==> config.mk <==
export PLATFORM = sky130hd
export DESIGN_NAME = tlp_fifo_writer_flat
export DESIGN_NICKNAME = d
export VERILOG_FILES = /design/src/rtl/tlp_fifo_writer_pkg.sv /design/src/rtl/tlp_fifo_writer_if.sv /design/src/rtl/tlp_fifo_writer_hdr_match.sv /design/src/rtl/tlp_fifo_writer.sv /design/src/flat_wrapper.sv
export SDC_FILE = /design/constraint.sdc
export NUM_CORES = 1
export LEC_CHECK = 0
export ABC_CLOCK_PERIOD_IN_PS = 3300
export CORE_MARGIN = 4
export CORE_UTILIZATION = 46
export CTS_BUF_LIST = sky130_fd_sc_hd__clkbuf_2
export DETAILED_ROUTE_END_ITERATION = 8
export MAX_ROUTING_LAYER = met4
export PLACE_DENSITY = 0.79
export SYNTH_ARGS = -nofsm -noshare
export SYNTH_HDL_FRONTEND = slang
export SYNTH_SLANG_ARGS = --single-unit
==> constraint.sdc <==
create_clock -name sys_clk -period 3.3 [get_ports sys_clk]
set_clock_uncertainty 0.15 [all_clocks]
set_input_delay 0.66 -clock sys_clk [delete_from_list [all_inputs] [get_ports sys_clk]]
set_output_delay 0.66 -clock sys_clk [all_outputs]
set_load 0.05 [all_outputs]
==> src/rtl/tlp_fifo_writer_pkg.sv <==
// Shared constants, state encoding and FIFO word packing for the TLP FIFO writer.
package tlp_fifo_writer_pkg;

  localparam int unsigned FIFO_W   = 72;
  localparam int unsigned DATA_MSB = 63;
  localparam int unsigned START    = 64;
  localparam int unsigned LAST     = 65;
  localparam int unsigned EN_LO    = 66;
  localparam int unsigned EN_HI    = 67;
  localparam int unsigned IFG      = 68;

  localparam logic [2:0] FMT_MWR32 = 3'b010;
  localparam logic [2:0] FMT_MWR64 = 3'b011;
  localparam logic [4:0] TYPE_MWR  = 5'b00000;

  typedef enum logic [2:0] {
    ST_IDLE,
    ST_HDR,
    ST_FWD,
    ST_FLUSH,
    ST_DROP
  } state_t;

  function automatic logic [FIFO_W-1:0] fifo_word(
    input logic [63:0] data,
    input logic [7:0]  keep,
    input logic        start,
    input logic        last
  );
    logic [FIFO_W-1:0] w;
    w             = '0;
    w[DATA_MSB:0] = data;
    w[START]      = start;
    w[LAST]       = last;
    w[EN_LO]      = (keep[3:0] == 4'hF);
    w[EN_HI]      = (keep[7:4] == 4'hF);
    w[IFG]        = 1'b0;
    return w;
  endfunction

endpackage

==> src/rtl/tlp_fifo_writer_if.sv <==
// AXI-stream RX TLP bus from the PCIe core into the FIFO writer.
interface tlp_fifo_writer_if;
  logic [63:0] m_axis_rx_tdata;
  logic [7:0]  m_axis_rx_tkeep;
  logic        m_axis_rx_tlast;
  logic        m_axis_rx_tvalid;
  logic        m_axis_rx_tready;

  modport master (
    output m_axis_rx_tdata, m_axis_rx_tkeep, m_axis_rx_tlast, m_axis_rx_tvalid,
    input  m_axis_rx_tready
  );

  modport slave (
    input  m_axis_rx_tdata, m_axis_rx_tkeep, m_axis_rx_tlast, m_axis_rx_tvalid,
    output m_axis_rx_tready
  );
endinterface

==> src/rtl/tlp_fifo_writer_hdr_match.sv <==
// Combinational MWr32/MWr64 header decode and remote-window address compare.
module tlp_hdr_match
  import tlp_fifo_writer_pkg::*;
#(
  parameter int unsigned WIN_BITS = 20
) (
  input  logic [7:0]  i_fmt_type,
  input  logic [63:0] i_beat1,
  input  logic        i_win_enable,
  input  logic [31:0] i_win_base,
  output logic        o_hit
);

  localparam logic [31:0] WIN_MASK = ~((32'd1 << WIN_BITS) - 32'd1);

  logic [2:0]  w_fmt;
  logic [4:0]  w_type;
  logic        w_mwr32;
  logic        w_mwr64;
  logic [31:0] w_addr;

  assign w_fmt   = i_fmt_type[7:5];
  assign w_type  = i_fmt_type[4:0];
  assign w_mwr32 = (w_fmt == FMT_MWR32) && (w_type == TYPE_MWR);
  // 64-bit form only qualifies when the upper address DW is zero
  assign w_mwr64 = (w_fmt == FMT_MWR64) && (w_type == TYPE_MWR) && (i_beat1[31:0] == '0);
  assign w_addr  = w_mwr64 ? i_beat1[63:32] : i_beat1[31:0];
  assign o_hit   = i_win_enable && (((w_addr ^ i_win_base) & WIN_MASK) == '0)
                   && (w_mwr32 || w_mwr64);

endmodule

==> src/rtl/tlp_fifo_writer.sv <==
// Filters PCIe RX TLPs down to in-window memory writes and packs them into 72-bit FIFO words.
module tlp_fifo_writer
  import tlp_fifo_writer_pkg::*;
#(
  parameter int unsigned WIN_BITS = 20
) (
  input  logic                sys_clk,
  input  logic                sys_rst,
  tlp_fifo_writer_if.slave    rx,
  input  logic                win_enable,
  input  logic [31:0]         win_base,
  output logic [FIFO_W-1:0]   din,
  output logic                wr_en,
  input  logic                prog_full,
  output logic [31:0]         fwd_count,
  output logic [31:0]         drop_count
);

  state_t              r_state;
  state_t              w_next;
  logic [63:0]         r_hold_data;
  logic [7:0]          r_hold_keep;
  logic                r_tready;
  logic                r_wr_en;
  logic [FIFO_W-1:0]   r_din;
  logic [31:0]         r_fwd_count;
  logic [31:0]         r_drop_count;
  logic                w_accept;
  logic                w_hit;

  assign w_accept = rx.m_axis_rx_tvalid && r_tready;

  tlp_hdr_match #(.WIN_BITS(WIN_BITS)) u_hdr_match (
    .i_fmt_type   (r_hold_data[31:24]),
    .i_beat1      (rx.m_axis_rx_tdata),
    .i_win_enable (win_enable),
    .i_win_base   (win_base),
    .o_hit        (w_hit)
  );

  always_comb begin
    w_next = r_state;
    case (r_state)
      ST_IDLE:  if (w_accept) w_next = rx.m_axis_rx_tlast ? ST_IDLE : ST_HDR;
      ST_HDR:   if (w_accept) begin
                  if (w_hit) w_next = rx.m_axis_rx_tlast ? ST_FLUSH : ST_FWD;
                  else       w_next = rx.m_axis_rx_tlast ? ST_IDLE  : ST_DROP;
                end
      ST_FWD:   if (w_accept && rx.m_axis_rx_tlast) w_next = ST_FLUSH;
      ST_FLUSH: w_next = ST_IDLE;
      ST_DROP:  if (w_accept && rx.m_axis_rx_tlast) w_next = ST_IDLE;
      default:  w_next = ST_IDLE;
    endcase
  end

  // Ready is derived from the next state so it is already low during FLUSH
  always_ff @(posedge sys_clk) begin
    if (sys_rst) begin
      r_state      <= ST_IDLE;
      r_hold_data  <= '0;
      r_hold_keep  <= '0;
      r_tready     <= 1'b0;
      r_wr_en      <= 1'b0;
      r_din        <= '0;
      r_fwd_count  <= '0;
      r_drop_count <= '0;
    end else begin
      r_state  <= w_next;
      r_wr_en  <= 1'b0;
      r_tready <= ~prog_full && (w_next != ST_FLUSH);
      case (r_state)
        ST_IDLE: if (w_accept) begin
          r_hold_data <= rx.m_axis_rx_tdata;
          r_hold_keep <= rx.m_axis_rx_tkeep;
          if (rx.m_axis_rx_tlast) r_drop_count <= r_drop_count + 32'd1;
        end
        ST_HDR: if (w_accept) begin
          if (w_hit) begin
            r_din       <= fifo_word(r_hold_data, r_hold_keep, 1'b1, 1'b0);
            r_wr_en     <= 1'b1;
            r_hold_data <= rx.m_axis_rx_tdata;
            r_hold_keep <= rx.m_axis_rx_tkeep;
          end else begin
            r_drop_count <= r_drop_count + 32'd1;
          end
        end
        ST_FWD: if (w_accept) begin
          r_din       <= fifo_word(r_hold_data, r_hold_keep, 1'b0, 1'b0);
          r_wr_en     <= 1'b1;
          r_hold_data <= rx.m_axis_rx_tdata;
          r_hold_keep <= rx.m_axis_rx_tkeep;
        end
        ST_FLUSH: begin
          r_din       <= fifo_word(r_hold_data, r_hold_keep, 1'b0, 1'b1);
          r_wr_en     <= 1'b1;
          r_fwd_count <= r_fwd_count + 32'd1;
        end
        default: ;
      endcase
    end
  end

  assign rx.m_axis_rx_tready = r_tready;
  assign din                 = r_din;
  assign wr_en               = r_wr_en;
  assign fwd_count           = r_fwd_count;
  assign drop_count          = r_drop_count;

endmodule

==> src/flat_wrapper.sv <==
// flat-port wrapper written by rule: the top's interface ports become plain ports
module tlp_fifo_writer_flat import tlp_fifo_writer_pkg::*;
#(
  parameter int unsigned WIN_BITS = 20
)
  (sys_clk, sys_rst, win_enable, win_base, din, wr_en, prog_full, fwd_count, drop_count, rx_m_axis_rx_tdata, rx_m_axis_rx_tkeep, rx_m_axis_rx_tlast, rx_m_axis_rx_tvalid, rx_m_axis_rx_tready);
  tlp_fifo_writer_if rx_i ();
  input  logic sys_clk;
  input  logic sys_rst;
  input  logic win_enable;
  input  logic [31:0] win_base;
  output logic [FIFO_W-1:0] din;
  output logic wr_en;
  input  logic prog_full;
  output logic [31:0] fwd_count;
  output logic [31:0] drop_count;
  input wire logic [$bits(rx_i.m_axis_rx_tdata)-1:0] rx_m_axis_rx_tdata;
  input wire logic [$bits(rx_i.m_axis_rx_tkeep)-1:0] rx_m_axis_rx_tkeep;
  input wire logic [$bits(rx_i.m_axis_rx_tlast)-1:0] rx_m_axis_rx_tlast;
  input wire logic [$bits(rx_i.m_axis_rx_tvalid)-1:0] rx_m_axis_rx_tvalid;
  output wire logic [$bits(rx_i.m_axis_rx_tready)-1:0] rx_m_axis_rx_tready;
  assign rx_i.m_axis_rx_tdata = rx_m_axis_rx_tdata;
  assign rx_i.m_axis_rx_tkeep = rx_m_axis_rx_tkeep;
  assign rx_i.m_axis_rx_tlast = rx_m_axis_rx_tlast;
  assign rx_i.m_axis_rx_tvalid = rx_m_axis_rx_tvalid;
  assign rx_m_axis_rx_tready = rx_i.m_axis_rx_tready;
  tlp_fifo_writer #(.WIN_BITS(WIN_BITS)) u_core (.sys_clk(sys_clk), .sys_rst(sys_rst), .rx(rx_i), .win_enable(win_enable), .win_base(win_base), .din(din), .wr_en(wr_en), .prog_full(prog_full), .fwd_count(fwd_count), .drop_count(drop_count));
endmodule
==> qor.csv <==
metric;value;unit
outcome;complete, no violations;
top_area_share;43.60;%
grt.busiest_layer;met2;
swShare;26.92;%
lay_top_count;clkdlybuf4s50_1;
max-slew-margin-rel;32.57;%
cts_buffers;52;
synth_flops;209;
end_kind;flip-flop;
cp_slowest_cell;or4_4;
p_leak;4.746;nW
gp_congestion;0.9022;
fmax;315.7;MHz
synth_async_sr_flop_share;0;%
grt_pass1_vias;8160;
ys_sh_mux;9.739;%
finalSetupViolations;0;
critical_path_class;input port to flip-flop;
std_cell_rows;52;
initCoreUtil;47.12;%
critPathArrivalTime;3.71;ns
numClockSinks;209;
adder_share;0.2608;%
drive_gt1_share;13.18;%
ys_types;61;
fin_crit;3.168;ns
wl_met3;2.366;mm
path_max_fanout;20;
yosys-top-cells-count;dfxtp_1 (209), nand2b_1 (161), o21ai_0 (76);
met1_usage;26.48;%
clock_latency;0.81;ns
dr.pass1.iters;5;
cp.required;3.84;ns
yosysWarnings;0;
antenna_cells;1;
ir_drop;0.2391;mV
routed-wl-met2;11.92;mm
chip_area;23240;sq um
crit_family;simple AND/OR/NAND/NOR gates;
preCtsSetupSlack;-0.6333;ns
crit_path_start;rx_m_axis_rx_tdata[6];
finalCritPeriodShare;95.99;%
p_clk_share;35.9;%
r2r_cells;10;
syn_area;9597;sq um
grtUsageTotal;21.69;%
p_int;3.424;mW
synth_area_leader_cell;dfxtp_1;
n_clock_buffer;77;
cp-start-kind;input port;
largestClassByArea;multi-input combinational cells;
use_met3;8.123;%
area_delta_synth_final;36.32;%
synthCells;1053;
cts_tree;built;
die_h;152.4;um
hold_viol_final;0;
synth_seq_share;43.60;%
routed.top_layer;met4;
dp_cells;1557;
cts-root-buf;clkbuf_2;
layout.cells.non_filler;1652;
ys_sh_xor;2.738;%
drv_slew;0;
regArea;4184;sq um
final_cell_area;13080;sq um
r2r-start;u_core.r_hold_data[27]$_SDFFE_PP0P_;
worstReg2RegEnd;u_core.r_hold_keep[1]$_SDFFE_PP0P_;
p_seq_share;54.7;%
ys_cells;1053;
switching_power;1.261;mW
clkCellAreaFrac;3.472;%
crit_chain;clkdlybuf4s50_1 -> or4_4 -> nor3_4 -> and2_4 -> nand4b_1 -> a211oi_1 -> buf_4 -> nand4_1 -> o31ai_4 -> buf_12 -> mux2i_1;
drt-total-wl;25.87;mm
pwr-share-comb;9.4;%
warnings;48;
rsz0062_at_grt;false;
cts.reportedPaths.clkPinSlew;0.10;ns
hold_path_end;u_core.rx.m_axis_rx_tready$_SDFF_PP0_;
m1WireLength;11.09;mm
postRouteAntennaNets;0;
power_clock;1.68;mW
via_per_inst;5.165;
simple_gate_share;30.66;%
finalNetCount;1454;
coreArea;20360;sq um
drv_cap;0;
p_per_area;358.2;nW/um^2
top_logic_kind;simple AND/OR/NAND/NOR gates;
synthMostInstantiatedCell;dfxtp_1;
syn_avg_cell_area;9.114;sq um
edf_count;0;
tns;0;ns
area_leaders;dfxtp_1 (44%), nand2b_1 (10%), mux2i_1 (7.5%);
maxPowerGroup;registers;
dp_hpwl;18.50;mm
holdWs;0.2677;ns
antenna_found_initial;1;
fill_cells;1692;
drc;0;
ff2ff_setup_slack;0.18;ns
io_pins;248;
vias;8533;
yosys_area;9597;sq um
ff_type;dfxtp_1;
signal_buffer_area_fraction;22.79;%
inv_count;15;
use_met2;33.93;%
htreeDepth;2;
min-delay-start;prog_full;
overflow;0;
grt_max_degree;164;
finalWorstSetupSlack;0.1323;ns
grt_pass1_wl;41.39;mm
comb_power;439;uW
combGateArea;5066;sq um
crit_end;u_core.r_hold_keep[1]$_SDFFE_PP0P_;
hold_path_class;input port to flip-flop;
critPathBufInv;3;
cts_max_path_buffers;3;
die_w;152.4;um
n_all_buffers;306;
drt_iter0_drc;484;
placed_cell_area;12580;sq um
comb_share;38.72;%
slowest_delay;0.57;ns
wl_per_cell;15.66;um
power.total;4.686;mW
comb_cells;758;
path_depth;11;
==> flip-flops by register name, summed over array words and instances (netlist names) <==
signal                      cells
u_core.r_hold_keep              8
u_core.drop_count              32
u_core.fwd_count               32
u_core.r_state                  3
u_core.r_hold_data             64
u_core.rx.m_axis_rx_tready      1
u_core.din                     68
u_core.wr_en                    1
==> repair_timing <==
action,CTS,global route
gates resized,0,6
setup endpoints to repair,0,13
buffers inserted,0,1
hold buffers,0,0
==> kinds of logic after synthesis <==
| logic type | count (synthesis) |
|---|---|
| fa+ha+maj | 2 |
| xor+xnor | 30 |
| compound gates | 137 |
| other cells | 1 |
| mux | 91 |
| buf+inv | 89 |
| simple gates | 494 |
| flops | 209 |
**Wire density map**

The bar under the picture is 50 um long. The die is cut into 30 by 30 equal tiles; dark purple is low, yellow is high, scaled to the fullest tile. Values are wire area over tile area, all layers added.
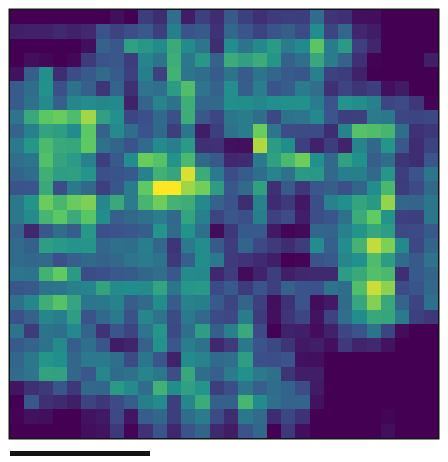
nearly empty tiles: 12%
tiles over half the peak: 17%
mean over tiles: 0.18
emptiest ninth of the die: bottom right

**Where the registers sit**

Other sequential cells in the stronger grey, the rest of the logic in the fainter grey.
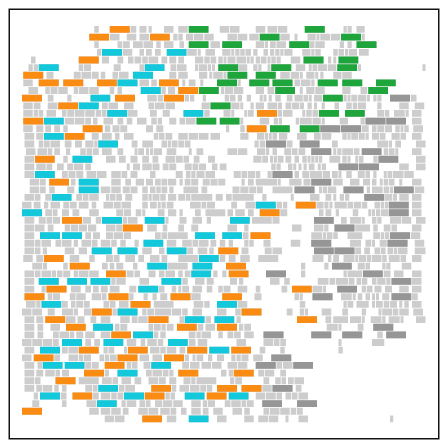
| colour | netlist name | sequential cells |
|---|---|---|
| cyan | `u_core.r_hold_data` | 64 |
| green | `u_core.fwd_count` | 32 |
| orange | `u_core.din` | 68 |

**Cell outlines without signal wires**

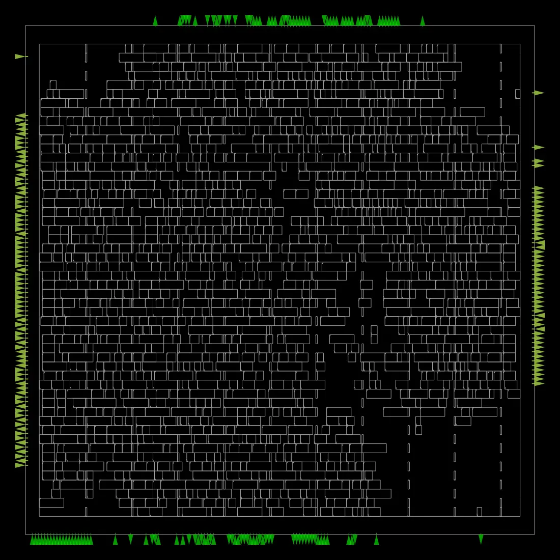
Seq area share: 31.98%
registers: 209
post-layout util: 64.24%
n_taps: 270

**Clock distribution**

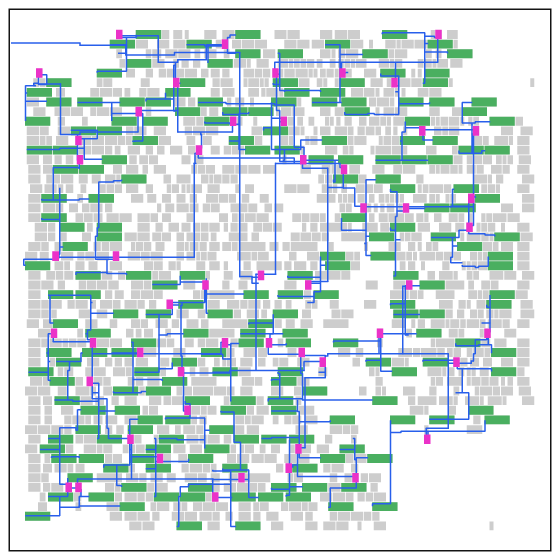
[green] flip-flops | count: 209
[blue] clock wires | length: 3,040 um
[magenta] clock drivers | count: 52
flops lie: widely spread
routed clock nets: 53

Power figures rest on the tool's default switching activity, not on a simulated workload.
